[config.mk]
export PLATFORM = sky130hd
export DESIGN_NAME = mult8_seq_ctrl
export DESIGN_NICKNAME = d
export VERILOG_FILES = /design/src/rtl/alu_pkg.sv /design/src/rtl/multiplier_4bit.sv /design/src/rtl/mult8_seq_ctrl.sv
export SDC_FILE = /design/constraint.sdc
export NUM_CORES = 1
export LEC_CHECK = 0
export ABC_AREA = 1
export CAP_MARGIN = 30
export CORE_MARGIN = 2
export CORE_UTILIZATION = 56
export DETAILED_ROUTE_END_ITERATION = 12
export PLACE_DENSITY_LB_ADDON = 0.12
export SYNTH_ARGS = -nofsm -noshare
export SYNTH_HDL_FRONTEND = slang
export SYNTH_SLANG_ARGS = --single-unit
[constraint.sdc]
create_clock -name i_clk -period 5.2 [get_ports i_clk]
set_clock_uncertainty 0.05 [all_clocks]
set_input_delay 0.52 -clock i_clk [delete_from_list [all_inputs] [get_ports i_clk]]
set_output_delay 0.52 -clock i_clk [all_outputs]
set_load 0.02 [all_outputs]
[src/rtl/alu_pkg.sv]
// Shared ALU definitions for the sequential 8x8 multiplier controller.
//   - Width constants for operands, multiplier slice and result.
//   - 3-bit state encodings and the controller state enum built from them.
//   - Left-shift amounts that place each partial product in the result.
package alu_pkg;

  localparam int OP_W    = 8;
  localparam int SLICE_W = 4;
  localparam int RES_W   = 16;

  localparam logic [2:0] ST_IDLE = 3'd0;
  localparam logic [2:0] ST_P0   = 3'd1;
  localparam logic [2:0] ST_P1   = 3'd2;
  localparam logic [2:0] ST_P2   = 3'd3;
  localparam logic [2:0] ST_P3   = 3'd4;
  localparam logic [2:0] ST_DONE = 3'd5;

  typedef enum logic [2:0] {
    S_IDLE = ST_IDLE,
    S_P0   = ST_P0,
    S_P1   = ST_P1,
    S_P2   = ST_P2,
    S_P3   = ST_P3,
    S_DONE = ST_DONE
  } state_e;

  // Partial product k is weighted by 2**SH_Pk in the final sum.
  localparam logic [3:0] SH_P0 = 4'd0;
  localparam logic [3:0] SH_P1 = 4'd4;
  localparam logic [3:0] SH_P2 = 4'd4;
  localparam logic [3:0] SH_P3 = 4'd8;

endpackage

[src/rtl/multiplier_4bit.sv]
// Combinational unsigned 4x4 multiplier.
//   i_op1  in  4  multiplicand nibble
//   i_op2  in  4  multiplier nibble
//   o_mult out 8  unsigned product
module multiplier_4bit (
  input  logic [3:0] i_op1,
  input  logic [3:0] i_op2,
  output logic [7:0] o_mult
);

  assign o_mult = 8'(i_op1) * 8'(i_op2);

endmodule

[src/rtl/mult8_seq_ctrl.sv]
// Sequential unsigned 8x8 multiplier built around one 4x4 multiplier.
// Four partial products (lo*lo, lo*hi, hi*lo, hi*hi) are summed into a
// 16-bit accumulator over four cycles; the result is registered on entry
// to DONE and held until the next DONE or reset.
//
// Handshake: i_start is a request that is taken only while the FSM is in
// IDLE (o_busy low). A request seen while o_busy is high, including the
// DONE cycle, is dropped, not queued. Operands are sampled only on the
// accepting edge. o_done pulses for the single DONE cycle with o_mult valid.
//
//   i_clk    in  1   rising-edge clock
//   i_rst    in  1   synchronous active-high reset
//   i_start  in  1   request, taken only in IDLE
//   i_op1    in  8   multiplicand
//   i_op2    in  8   multiplier
//   o_busy   out 1   high in P0..P3 and DONE
//   o_done   out 1   high exactly while in DONE
//   o_mult   out 16  registered product
//   o_state  out 3   current FSM state (debug visibility)
module mult8_seq_ctrl
  import alu_pkg::*;
(
  input  logic             i_clk,
  input  logic             i_rst,
  input  logic             i_start,
  input  logic [OP_W-1:0]  i_op1,
  input  logic [OP_W-1:0]  i_op2,
  output logic             o_busy,
  output logic             o_done,
  output logic [RES_W-1:0] o_mult,
  output logic [2:0]       o_state
);

  state_e             state_q, state_d;
  logic [OP_W-1:0]    a_q, b_q;
  logic [RES_W-1:0]   acc_q;
  logic [RES_W-1:0]   mult_q;

  logic [SLICE_W-1:0]   mul_a, mul_b;
  logic [2*SLICE_W-1:0] pp;
  logic [3:0]           pp_shift;
  logic [RES_W-1:0]     acc_term;
  logic [RES_W-1:0]     acc_sum;
  logic                 load_ops;
  logic                 acc_en;
  logic                 res_en;

  // The only multiplier in the datapath; the nibble mux time-shares it.
  multiplier_4bit u_mul (
    .i_op1  (mul_a),
    .i_op2  (mul_b),
    .o_mult (pp)
  );

  always_comb begin
    state_d  = state_q;
    mul_a    = '0;
    mul_b    = '0;
    pp_shift = SH_P0;
    load_ops = 1'b0;
    acc_en   = 1'b0;
    res_en   = 1'b0;
    case (state_q)
      S_IDLE: begin
        if (i_start) begin
          state_d  = S_P0;
          load_ops = 1'b1;
        end
      end
      S_P0: begin
        mul_a    = a_q[3:0];
        mul_b    = b_q[3:0];
        pp_shift = SH_P0;
        acc_en   = 1'b1;
        state_d  = S_P1;
      end
      S_P1: begin
        mul_a    = a_q[3:0];
        mul_b    = b_q[7:4];
        pp_shift = SH_P1;
        acc_en   = 1'b1;
        state_d  = S_P2;
      end
      S_P2: begin
        mul_a    = a_q[7:4];
        mul_b    = b_q[3:0];
        pp_shift = SH_P2;
        acc_en   = 1'b1;
        state_d  = S_P3;
      end
      S_P3: begin
        mul_a    = a_q[7:4];
        mul_b    = b_q[7:4];
        pp_shift = SH_P3;
        acc_en   = 1'b1;
        res_en   = 1'b1;
        state_d  = S_DONE;
      end
      S_DONE:  state_d = S_IDLE;
      default: state_d = S_IDLE;
    endcase
  end

  assign acc_term = RES_W'(pp) << pp_shift;
  // 255*255 fits in 16 bits, so the sum never wraps.
  assign acc_sum  = acc_q + acc_term;

  always_ff @(posedge i_clk) begin
    if (i_rst) begin
      state_q <= S_IDLE;
      a_q     <= '0;
      b_q     <= '0;
      acc_q   <= '0;
      mult_q  <= '0;
    end else begin
      state_q <= state_d;
      if (load_ops) begin
        a_q   <= i_op1;
        b_q   <= i_op2;
        acc_q <= '0;
      end
      if (acc_en) acc_q <= acc_sum;
      // Final sum includes the P3 term being added on this same edge.
      if (res_en) mult_q <= acc_sum;
    end
  end

  assign o_busy  = (state_q != S_IDLE);
  assign o_done  = (state_q == S_DONE);
  assign o_mult  = mult_q;
  assign o_state = state_q;

endmodule

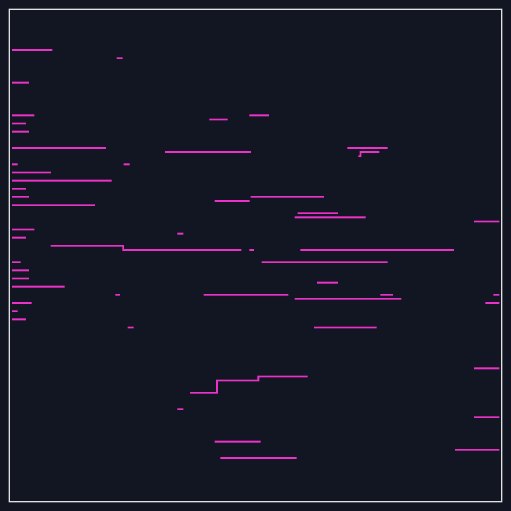
**Above:** metal 3.
Scale: 6 px per um.
longest straight run: 25.3 um
share of all routed wire: 4.4%
routed via count: 3232
met3 Track Usage GR: 4.286%
drt total wl: 8.190 mm

==> flow_summary.json <==
{
  "flop_cell": "dfxtp_1",
  "sequentialPowerShare_pct": 37.0,
  "cts_tree": "yes",
  "bufAreaShareNonClock_pct": 12.76,
  "async_flop_share_pct": 0,
  "hold_viol": 0,
  "comb_area_um2": 2034,
  "worstHoldEndpoint": "a_q[7]",
  "dieHeight_um": 81.82,
  "ys_sh_mux_pct": 0,
  "critPathMostFrequentCell": "nand2_1",
  "rr_endpoint": "o_mult[15]",
  "fin_crit_sh_pct": 94.60,
  "internal_power_mw": 0.7703,
  "fp_nets": 545,
  "hp-class": "reg2reg",
  "routedWlPerCell_um": 13.23,
  "row_count": 28,
  "pg_seq_mw": 0.464,
  "drt-initial-drc-count": 127,
  "cap_violations": 0,
  "ir_drop_v": 0.0002561,
  "top_layer": "met4",
  "status": "completed",
  "slew_violations": 0,
  "dp_hpwl_mm": 6.114,
  "arrival_ns": 5.10,
  "htreeDepth": 2,
  "drc": 0,
  "design.seq.count": 51,
  "overflow": 0,
  "reg2reg_depth": 29,
  "clock_buffers": 5,
  "synth-seq-cells": 51,
  "grt_pass1_wl_mm": 13.30,
  "seq_area_um2": 1027,
  "synth_dominant_cell_count": "nand2_1",
  "hold_slack_ns": 0.4166,
  "postPlaceCellArea_um2": 3882,
  "fillers": 520,
  "period_minus_slack_ns": 4.919,
  "pin_count": 40,
  "seq_share_pct": 24.94,
  "lay_top_cells": "103 x nand2_1, 76 x inv_1, 49 x a21oi_1",
  "dp.cells": 604,
  "layout.cells.non_filler": 619,
  "cts-root-buf": "clkbuf_8",
  "p_switching_mw": 0.4847,
  "wl_met3_um": 357,
  "cts_sinks": 51,
  "log.warning_count": 26,
  "topCellsByArea": "dfxtp_1 30%, nand2_1 12%, ha_1 10%, inv_1 8.9%, a21oi_1 7.5%",
  "tightest_slew_ns": 0.9661,
  "cts_made_buffers": 5,
  "ys_warn_count": 0,
  "ys_area_um2": 3391,
  "synth.cell_area_um2": 3391
}
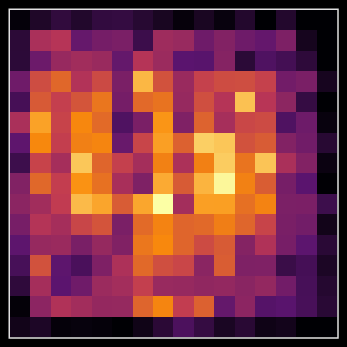
**Above:** routed metal per tile.
Scale: 4 px per um. 16 x 16 tiles, from black (low) to pale yellow (high), scaled to the fullest tile. Values are wire area over tile area, all layers added.
fullest tile: 0.49
tiles over half the peak: 35%
densest ninth of the die: centre
mean over tiles: 0.19

